`src/rtl/frame_ctrl_pkg.sv`:
```
// ---------------------------------------------------------------------------
// frame_ctrl_pkg
//   Shared definitions for the frame-synchronous switch controller:
//   register word addresses, CTRL bit layout and STATUS field positions.
// ---------------------------------------------------------------------------
package frame_ctrl_pkg;

  // Avalon-MM word addresses
  localparam logic [1:0] ADDR_SW     = 2'd0;
  localparam logic [1:0] ADDR_CTRL   = 2'd1;
  localparam logic [1:0] ADDR_MASK   = 2'd2;
  localparam logic [1:0] ADDR_STATUS = 2'd3;

  // CTRL register bit indices
  localparam int CTRL_SYNC_EN     = 0;
  localparam int CTRL_AUTO_TOGGLE = 1;
  localparam int CTRL_IRQ_EN      = 2;
  localparam int CTRL_W           = 3;

  // CTRL register as a packed struct; member order gives bit0 = sync_en
  typedef struct packed {
    logic irq_en;       // bit 2
    logic auto_toggle;  // bit 1
    logic sync_en;      // bit 0
  } ctrl_t;

  // STATUS register layout
  localparam int STAT_PENDING  = 0;
  localparam int STAT_IRQ_FLAG = 1;
  localparam int STAT_FCNT_LSB = 16;

endpackage

```
`src/rtl/frame_switch_ctrl_pulse_sync.sv`:
```
// ---------------------------------------------------------------------------
// pulse_sync
//   Brings an asynchronous level strobe into the csi_clk domain through a
//   SYNC_STAGES-deep flop chain and emits a one-cycle pulse on each rising
//   edge of the synchronised level. The pulse is acted on by the consumer at
//   the (SYNC_STAGES+1)-th clock edge after the input rises.
//
// Ports:
//   csi_clk      in   system clock
//   rsi_reset_n  in   asynchronous active-low reset
//   async_in     in   asynchronous strobe (high for >= 2 clock cycles)
//   pulse        out  one-cycle rising-edge pulse, csi_clk domain
// ---------------------------------------------------------------------------
module pulse_sync #(
  parameter int SYNC_STAGES = 2
) (
  input  logic csi_clk,
  input  logic rsi_reset_n,
  input  logic async_in,
  output logic pulse
);

  logic [SYNC_STAGES-1:0] sync_reg;
  logic                   prev_reg;

  always_ff @(posedge csi_clk or negedge rsi_reset_n) begin
    if (!rsi_reset_n) begin
      sync_reg <= '0;
      prev_reg <= 1'b0;
    end else begin
      sync_reg <= {sync_reg[SYNC_STAGES-2:0], async_in};
      prev_reg <= sync_reg[SYNC_STAGES-1];
    end
  end

  // Decoded from registers only, so it is clean within the clock domain.
  assign pulse = sync_reg[SYNC_STAGES-1] & ~prev_reg;

endmodule

```
`src/rtl/frame_switch_ctrl.sv`:
```
// ---------------------------------------------------------------------------
// frame_switch_ctrl
//   Avalon-MM slave driving NUM_CH frame-buffer/path-select switch lines.
//   Switch updates can be applied immediately or deferred (shadowed) to the
//   next frame boundary, the lines can ping-pong automatically every frame,
//   frames are counted, and a level interrupt flags each frame boundary.
//
// Ports:
//   csi_clk            in   system clock
//   rsi_reset_n        in   asynchronous active-low reset
//   avs_s0_address     in   word address (SW, CTRL, TOGGLE_MASK, STATUS)
//   avs_s0_write       in   write strobe
//   avs_s0_writedata   in   write data
//   avs_s0_read        in   read strobe
//   avs_s0_readdata    out  registered read data, valid 1 cycle after read
//   coe_c0_frame_sync  in   asynchronous frame boundary strobe
//   coe_c0_sw          out  switch lines
//   ins_irq0_irq       out  frame interrupt (level)
// ---------------------------------------------------------------------------
module frame_switch_ctrl
  import frame_ctrl_pkg::*;
#(
  parameter int NUM_CH      = 2,
  parameter int FCNT_W      = 16,
  parameter int SYNC_STAGES = 2
) (
  input  logic              csi_clk,
  input  logic              rsi_reset_n,
  input  logic [1:0]        avs_s0_address,
  input  logic              avs_s0_write,
  input  logic [31:0]       avs_s0_writedata,
  input  logic              avs_s0_read,
  output logic [31:0]       avs_s0_readdata,
  input  logic              coe_c0_frame_sync,
  output logic [NUM_CH-1:0] coe_c0_sw,
  output logic              ins_irq0_irq
);

  logic [NUM_CH-1:0] sw_reg,       sw_next;
  logic [NUM_CH-1:0] shadow_reg,   shadow_next;
  logic [NUM_CH-1:0] mask_reg,     mask_next;
  logic              pending_reg,  pending_next;
  ctrl_t             ctrl_reg,     ctrl_next;
  logic [FCNT_W-1:0] fcnt_reg,     fcnt_next;
  logic              irq_flag_reg, irq_flag_next;
  logic [31:0]       readdata_reg, readdata_next;

  logic        fs_pulse;
  logic        wr_sw, wr_ctrl, wr_mask, wr_status;
  logic [31:0] rd_mux;
  logic        unused_wdata;

  pulse_sync #(
    .SYNC_STAGES (SYNC_STAGES)
  ) u_frame_sync (
    .csi_clk     (csi_clk),
    .rsi_reset_n (rsi_reset_n),
    .async_in    (coe_c0_frame_sync),
    .pulse       (fs_pulse)
  );

  assign wr_sw     = avs_s0_write && (avs_s0_address == ADDR_SW);
  assign wr_ctrl   = avs_s0_write && (avs_s0_address == ADDR_CTRL);
  assign wr_mask   = avs_s0_write && (avs_s0_address == ADDR_MASK);
  assign wr_status = avs_s0_write && (avs_s0_address == ADDR_STATUS);

  // Only the low bits of writedata carry register content.
  assign unused_wdata = ^avs_s0_writedata;

  // Readback mux works on current register values, so a read in the same
  // cycle as a write returns the pre-write contents.
  always_comb begin
    rd_mux = '0;
    case (avs_s0_address)
      ADDR_SW:     rd_mux[NUM_CH-1:0] = sw_reg;
      ADDR_CTRL:   rd_mux[CTRL_W-1:0] = ctrl_reg;
      ADDR_MASK:   rd_mux[NUM_CH-1:0] = mask_reg;
      ADDR_STATUS: begin
        rd_mux[STAT_PENDING]              = pending_reg;
        rd_mux[STAT_IRQ_FLAG]             = irq_flag_reg;
        rd_mux[STAT_FCNT_LSB +: FCNT_W]   = fcnt_reg;
      end
      default: rd_mux = '0;
    endcase
  end

  always_comb begin
    sw_next       = sw_reg;
    shadow_next   = shadow_reg;
    pending_next  = pending_reg;
    ctrl_next     = ctrl_reg;
    mask_next     = mask_reg;
    fcnt_next     = fcnt_reg;
    irq_flag_next = irq_flag_reg;
    readdata_next = readdata_reg;

    if (avs_s0_read) begin
      readdata_next = rd_mux;
    end

    // Switch update. A write landing on a frame boundary with SYNC_EN set
    // would be applied at that very boundary anyway, so it goes straight to
    // sw and nothing is left pending. A pending value left behind when
    // SYNC_EN is cleared is flushed immediately rather than waiting for a
    // frame that may never be synchronised again.
    if (wr_sw) begin
      if (!ctrl_reg.sync_en || fs_pulse) begin
        sw_next      = avs_s0_writedata[NUM_CH-1:0];
        pending_next = 1'b0;
      end else begin
        shadow_next  = avs_s0_writedata[NUM_CH-1:0];
        pending_next = 1'b1;
      end
    end else if (pending_reg && !ctrl_reg.sync_en) begin
      sw_next      = shadow_reg;
      pending_next = 1'b0;
    end else if (fs_pulse) begin
      // A freshly loaded value takes precedence over the ping-pong toggle.
      if (pending_reg) begin
        sw_next      = shadow_reg;
        pending_next = 1'b0;
      end else if (ctrl_reg.auto_toggle) begin
        sw_next = sw_reg ^ mask_reg;
      end
    end

    if (wr_ctrl) begin
      ctrl_next = ctrl_t'(avs_s0_writedata[CTRL_W-1:0]);
    end
    if (wr_mask) begin
      mask_next = avs_s0_writedata[NUM_CH-1:0];
    end

    if (fs_pulse) begin
      fcnt_next = fcnt_reg + FCNT_W'(1);
    end

    // Set wins over a write-1-to-clear on the same edge, so no frame
    // event is lost to a racing acknowledge.
    if (fs_pulse && ctrl_reg.irq_en) begin
      irq_flag_next = 1'b1;
    end else if (wr_status && avs_s0_writedata[STAT_IRQ_FLAG]) begin
      irq_flag_next = 1'b0;
    end
  end

  always_ff @(posedge csi_clk or negedge rsi_reset_n) begin
    if (!rsi_reset_n) begin
      sw_reg       <= '0;
      shadow_reg   <= '0;
      mask_reg     <= '0;
      pending_reg  <= 1'b0;
      ctrl_reg     <= '0;
      fcnt_reg     <= '0;
      irq_flag_reg <= 1'b0;
      readdata_reg <= '0;
    end else begin
      sw_reg       <= sw_next;
      shadow_reg   <= shadow_next;
      mask_reg     <= mask_next;
      pending_reg  <= pending_next;
      ctrl_reg     <= ctrl_next;
      fcnt_reg     <= fcnt_next;
      irq_flag_reg <= irq_flag_next;
      readdata_reg <= readdata_next;
    end
  end

  assign coe_c0_sw       = sw_reg;
  assign avs_s0_readdata = readdata_reg;
  assign ins_irq0_irq    = irq_flag_reg & ctrl_reg.irq_en;

endmodule

```
`config.mk`:
```
export PLATFORM = sky130hd
export DESIGN_NAME = frame_switch_ctrl
export DESIGN_NICKNAME = d
export VERILOG_FILES = /design/src/rtl/frame_ctrl_pkg.sv /design/src/rtl/frame_switch_ctrl_pulse_sync.sv /design/src/rtl/frame_switch_ctrl.sv
export SDC_FILE = /design/constraint.sdc
export NUM_CORES = 1
export LEC_CHECK = 0
export ABC_AREA = 1
export CAP_MARGIN = 15
export CORE_ASPECT_RATIO = 2
export CORE_MARGIN = 10
export CORE_UTILIZATION = 46
export DETAILED_ROUTE_END_ITERATION = 12
export PLACE_DENSITY = 0.79
export REMOVE_ABC_BUFFERS = 1
export SLEW_MARGIN = 0
export SYNTH_ARGS = -nofsm -noshare
export SYNTH_HDL_FRONTEND = slang
export SYNTH_SLANG_ARGS = --single-unit
```
`constraint.sdc`:
```
create_clock -name csi_clk -period 1.5 [get_ports csi_clk]
set_input_delay 0.3 -clock csi_clk [delete_from_list [all_inputs] [get_ports csi_clk]]
set_output_delay 0.3 -clock csi_clk [all_outputs]
set_load 0.05 [all_outputs]
```
==> run_1/registers.png <==
Scale: 4 px per um. Other sequential cells in the stronger gray, the rest of the logic in the fainter gray.
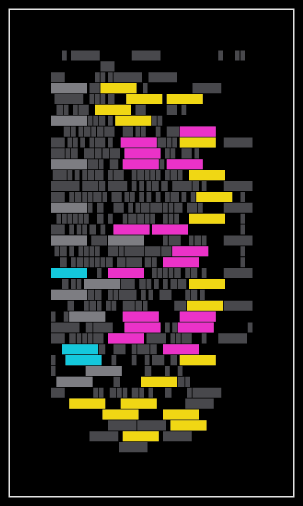
cyan -> `ctrl_reg`  # flops 3
magenta -> `fcnt_reg`  # flops 16, where center
yellow -> `avs_s0_readdata`  # flops 19

==> run_1/final_congestion.png <==
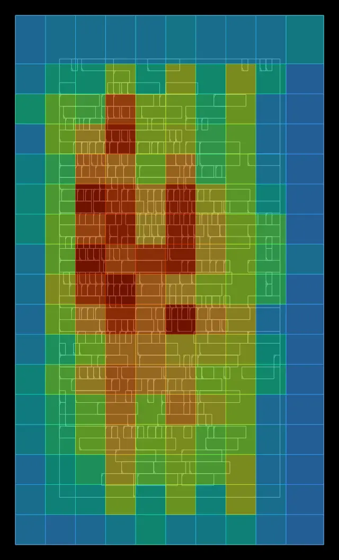
final core occ: 60.64%
All-Layer GR Usage: 12.80%
post-DR wirelength/cell: 13.32 um
M1 GR Usage: 11.38%
GRT Max-Usage Layer: met2

==> run_1/metal_stack.png <==
Scale: 4 px per um. Two of the layers only.
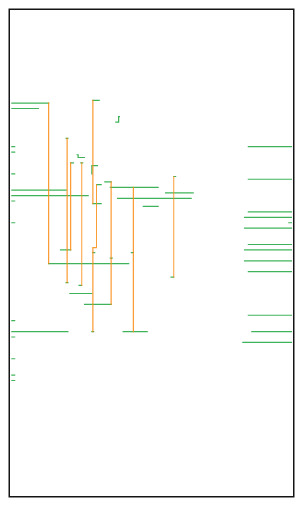
green -> met3  # wire length 304 um
orange -> met4  # wire length 284 um

==> flow_metrics.env, run 1 <==
# source this file to load flow results
export IMPL_r2r_setup_slack_ns=0.17
export IMPL_seqCellArea_um2=1226
export IMPL_layout_top_cells="nand2_1 (92), dfrtp_1 (49), inv_1 (30)"
export IMPL_top_cell="nand2_1"
export IMPL_synthDistinctLibCells=21
export IMPL_cp_required_ns=1.69
export IMPL_route_vias_total=1965
export IMPL_antenna_found_initial=0
export IMPL_comb_area_share_pct=31.00
export IMPL_maxCapViolations=0
export IMPL_fillers=447
export IMPL_outcome="finished, final reports clean"
export IMPL_warnings=54
export IMPL_route_met3_wl_um=304
export IMPL_wl_met2_mm=2.817
export IMPL_peakVddDrop_v=0.001269
export IMPL_gp_congestion=0.8636
export IMPL_fin_nets=375
export IMPL_finalSetupViolations=0
export IMPL_cp_common_cell="o21ai_0"
export IMPL_layout_nonclk_buf_share_pct=20.50
export IMPL_initialDrtViolationCount=61
export IMPL_cp_num_buf_inv=2
export IMPL_worst_setup_path_end_kind="flip-flop"
export IMPL_start_kind="input pin"
export IMPL_wirelength_met1_mm=1.842
export IMPL_min_period_over_period_pct=91.06
==> run 1: through the flow <==
stage,setup WS (ns),setup TNS (ns)
4_1_cts,0.09585,0
3_5_place_dp,-0.2142,-1.576
5_1_grt,0.002505,0
6_report,0.1340,0
2_1_floorplan,0.3014,0
3_3_place_gp,-0.1871,-1.164
==> run 1: cells by family after synthesis <==
| family | after synthesis | share of synthesized area, % |
|---|---|---|
| adders and majority gates | 1 | 0.5276 |
| AOI/OAI and AO/OA | 33 | 7.599 |
| DFF | 49 | 51.72 |
| and+or+nand+nor | 147 | 26.54 |
| other | 1 | 0.1582 |
| xor gates and xnor gates | 9 | 3.325 |
| buffers and inverters | 49 | 10.13 |
==> run 1: where the power goes <==
group | switching, uW | internal, uW
sequential | 195 | 1490
combinational | 605 | 434
clock | 410 | 324
total | 1210 | 2250
==> inputs of run 2 (changes only) <==
CORE_UTILIZATION = 45   (was 46)
PLACE_DENSITY = 0.78   (was 0.79)
==> run_2/registers.png <==
Scale: 4 px per um. Other sequential cells in the stronger gray, the rest of the logic in the fainter gray.
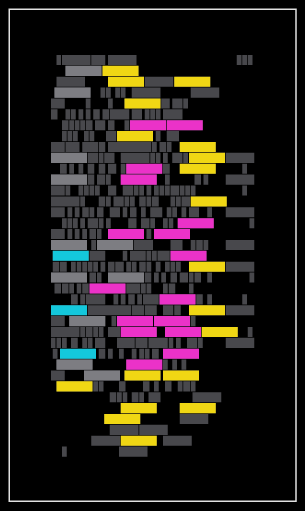
yellow -> `avs_s0_readdata`  # flops 19
cyan -> `ctrl_reg`  # flops 3
magenta -> `fcnt_reg`  # flops 16, where center

==> run 2 against run 1 <==
Clock skew is 0.0020 ns higher. Non-clock buffer count shrank 3. Utilization is 0.26 points higher. Synthesized cell count unchanged. Largest power group unchanged. Critical endpoint is now coe_c0_sw[1].
==> flow_metrics.env, run 2 <==
# source this file to load flow results
export IMPL_wirelength_met1_mm=1.802
export IMPL_route_met3_wl_um=288
export IMPL_p_comb_uw=1040
export IMPL_antenna_found_initial=0
export IMPL_grt_busiest_layer="met2"
export IMPL_finalSetupViolations=0
export IMPL_power_switching_uw=1248
export IMPL_fin_nets=372
export IMPL_final_core_util_pct=60.90
export IMPL_peakVddDrop_v=0.001138
export IMPL_p_seq_share_pct=43.9
export IMPL_warnings=54
export IMPL_gp_congestion=0.8530
export IMPL_synthSimpleGateAreaFrac_pct=26.54
export IMPL_r2r_setup_slack_ns=0.15
export IMPL_worst_setup_path_end_kind="flip-flop"
export IMPL_fillers=427
export IMPL_setup_slack_ns=0.1113
export IMPL_seqCellArea_um2=1226
export IMPL_layout_nonclk_buf_share_pct=19.91
export IMPL_grt_use_met1_pct=11.16
export IMPL_powerClk_uw=1110
export IMPL_wl_met2_mm=3.119
export IMPL_cp_common_cell="nand2_1"
export IMPL_outcome="finished, final reports clean"
export IMPL_comb_power_share_pct=27.2
export IMPL_initialDrtViolationCount=56
export IMPL_ys_sh_aoi_pct=7.599
export IMPL_power_top_group="registers"
export IMPL_wl_per_cell_um=13.79
==> run 2: cell counts after synthesis <==
No cell type changed its count.
==> run 2: worst max-delay path by stage <==
stage / to
6_report: coe_c0_sw[1]
5_1_grt: fcnt_reg[8]
4_1_cts: ctrl_reg[0]
3_5_place_dp: ctrl_reg[0]
3_3_place_gp: ctrl_reg[2]
2_1_floorplan: fcnt_reg[8]
==> run 2: cell families (layout without fill, tap and decap cells) <==
family | Yosys count | in the layout
buffers and inverters | 49 | 81
xor gates and xnor gates | 9 | 9
DFF | 49 | 49
other | 1 | 13
adders and majority gates | 1 | 1
AOI/OAI and AO/OA | 33 | 33
and+or+nand+nor | 147 | 147
==> inputs of run 3 (changes only) <==
DONT_BUFFER_PORTS = 1   (was unset)
PLACE_DENSITY = unset   (was 0.78)
==> run_3/registers.png <==
Scale: 4 px per um. Other sequential cells in the stronger gray, the rest of the logic in the fainter gray.
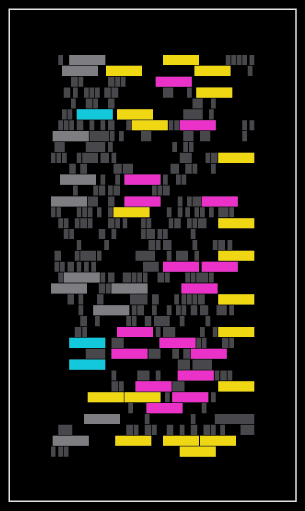
cyan -> `ctrl_reg`  # flops 3
magenta -> `fcnt_reg`  # flops 16
yellow -> `avs_s0_readdata`  # flops 19
not colored = 11

==> run 3 against run 2 <==
Via count is 10% lower. Clock power is 28% lower. Utilization is 12 points lower. Critical path type is now flip-flop to primary output. First-iteration DRC count is 3.6% lower. Global-route usage is 0.22 points lower. Register-to-register slack hardly changed. Die area stayed put. Fmax is 1.1% lower. Wire length is 0.15% lower. Clock skew is 0.0026 ns lower. Worst setup slack worse by 0.015 ns.
==> flow_metrics.env, run 3 <==
# source this file to load flow results
export IMPL_route_met3_wl_um=329
export IMPL_grt_use_met1_pct=11.16
export IMPL_outcome="finished, final reports clean"
export IMPL_peakVddDrop_v=0.001225
export IMPL_grt_busiest_layer="met2"
export IMPL_power_top_group="registers"
export IMPL_clock_power_share_pct=24.8
export IMPL_wl_per_cell_um=15.21
export IMPL_synthXorXnorAreaFrac_pct=3.325
export IMPL_fin_nets=336
export IMPL_wirelength_met1_mm=1.806
export IMPL_antenna_found_initial=0
export IMPL_maxCapViolations=0
export IMPL_ys_sh_aoi_pct=7.599
export IMPL_logic_family="simple AND/OR/NAND/NOR gates"
export IMPL_power_switching_uw=1168
export IMPL_reg2regPathDepth=6
export IMPL_p_sw_share_pct=36.24
export IMPL_fillers=509
export IMPL_layout_top_cells="nand2_1 (92), dfrtp_1 (49), inv_1 (30)"
export IMPL_wl_met2_mm=3.087
export IMPL_top_area_cell="dfrtp_1"
export IMPL_route_vias_total=1776
export IMPL_cp_num_buf_inv=1
export IMPL_synthDistinctLibCells=21
export IMPL_setup_slack_ns=0.09588
export IMPL_crit_end="ins_irq0_irq"
export IMPL_final_core_util_pct=49.14
export IMPL_r2r_setup_slack_ns=0.16
export IMPL_synthSimpleGateAreaFrac_pct=26.54
export IMPL_start_kind="flip-flop"
export IMPL_track_usage_pct=12.91
export IMPL_worst_setup_path_end_kind="primary output"
export IMPL_internal_power_uw=2055
export IMPL_p_comb_uw=656
export IMPL_tns_ns=0
export IMPL_gp_congestion=0.8272
export IMPL_yosys_area_share_adder_pct=0.5277
export IMPL_powerClk_uw=799
export IMPL_cp_required_ns=1.20
export IMPL_top_cell="nand2_1"
export IMPL_finalSetupViolations=0
export IMPL_warnings=54
export IMPL_synthMuxAreaShare_pct=0
export IMPL_min_period_over_period_pct=93.61
## run 3: cell types whose count changed in the layout (fill, tap and decap cells not counted), sizes merged
| cell | previous run | this run |
|---|---|---|
| clkinvlp | 0 | 1 |
| clkinv | 1 | 0 |
| buf | 33 | 4 |
| clkdlybuf4s50 | 8 | 0 |
| bufinv | 2 | 0 |
| clkbuf | 5 | 6 |
| dlygate4sd3 | 1 | 2 |
## run 3: area by class of cell
type | count | area [um2] | share of cell area, %
sequential | 49 | 1226 | 48.56
inverter | 31 | 116.4 | 4.609
multi-input combinational | 203 | 949.7 | 37.61
clock buffer | 6 | 82.58 | 3.271
clock inverter | 1 | 7.507 | 0.2973
timing repair buffer | 6 | 70.07 | 2.775
tap | 58 | 72.57 | 2.874

==> gallery <==
The metal 1 layer.
Scale: 6 px per um. Supply wires on this layer in gray. Cells faint in the background.
picture 1
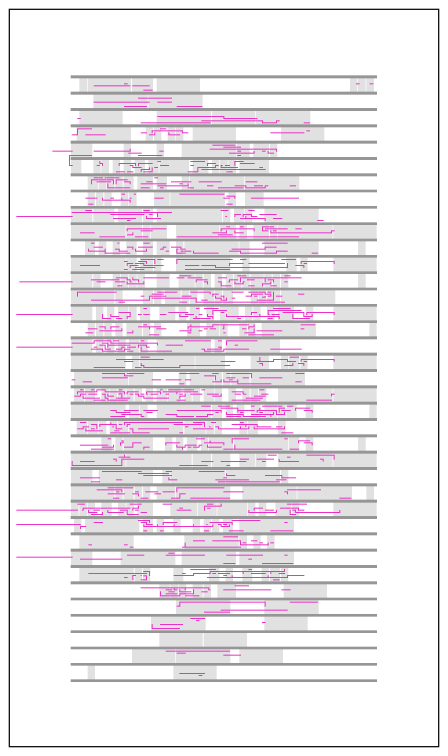
picture 2
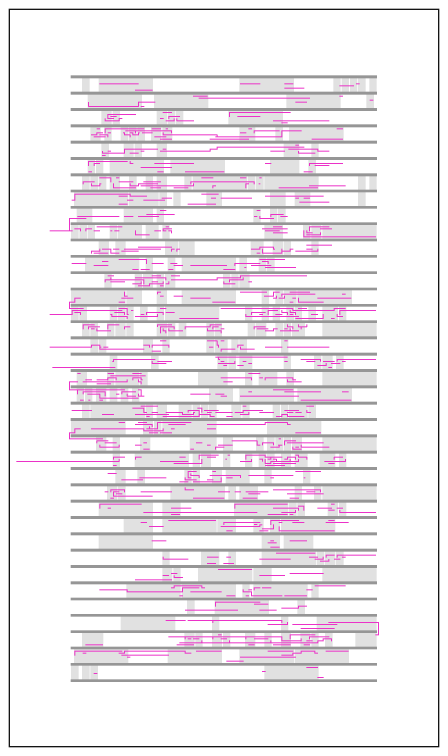
- run 3 = picture 2
- run 2 = picture 1

No activity file was given, so power comes from the tool's default toggle rates.
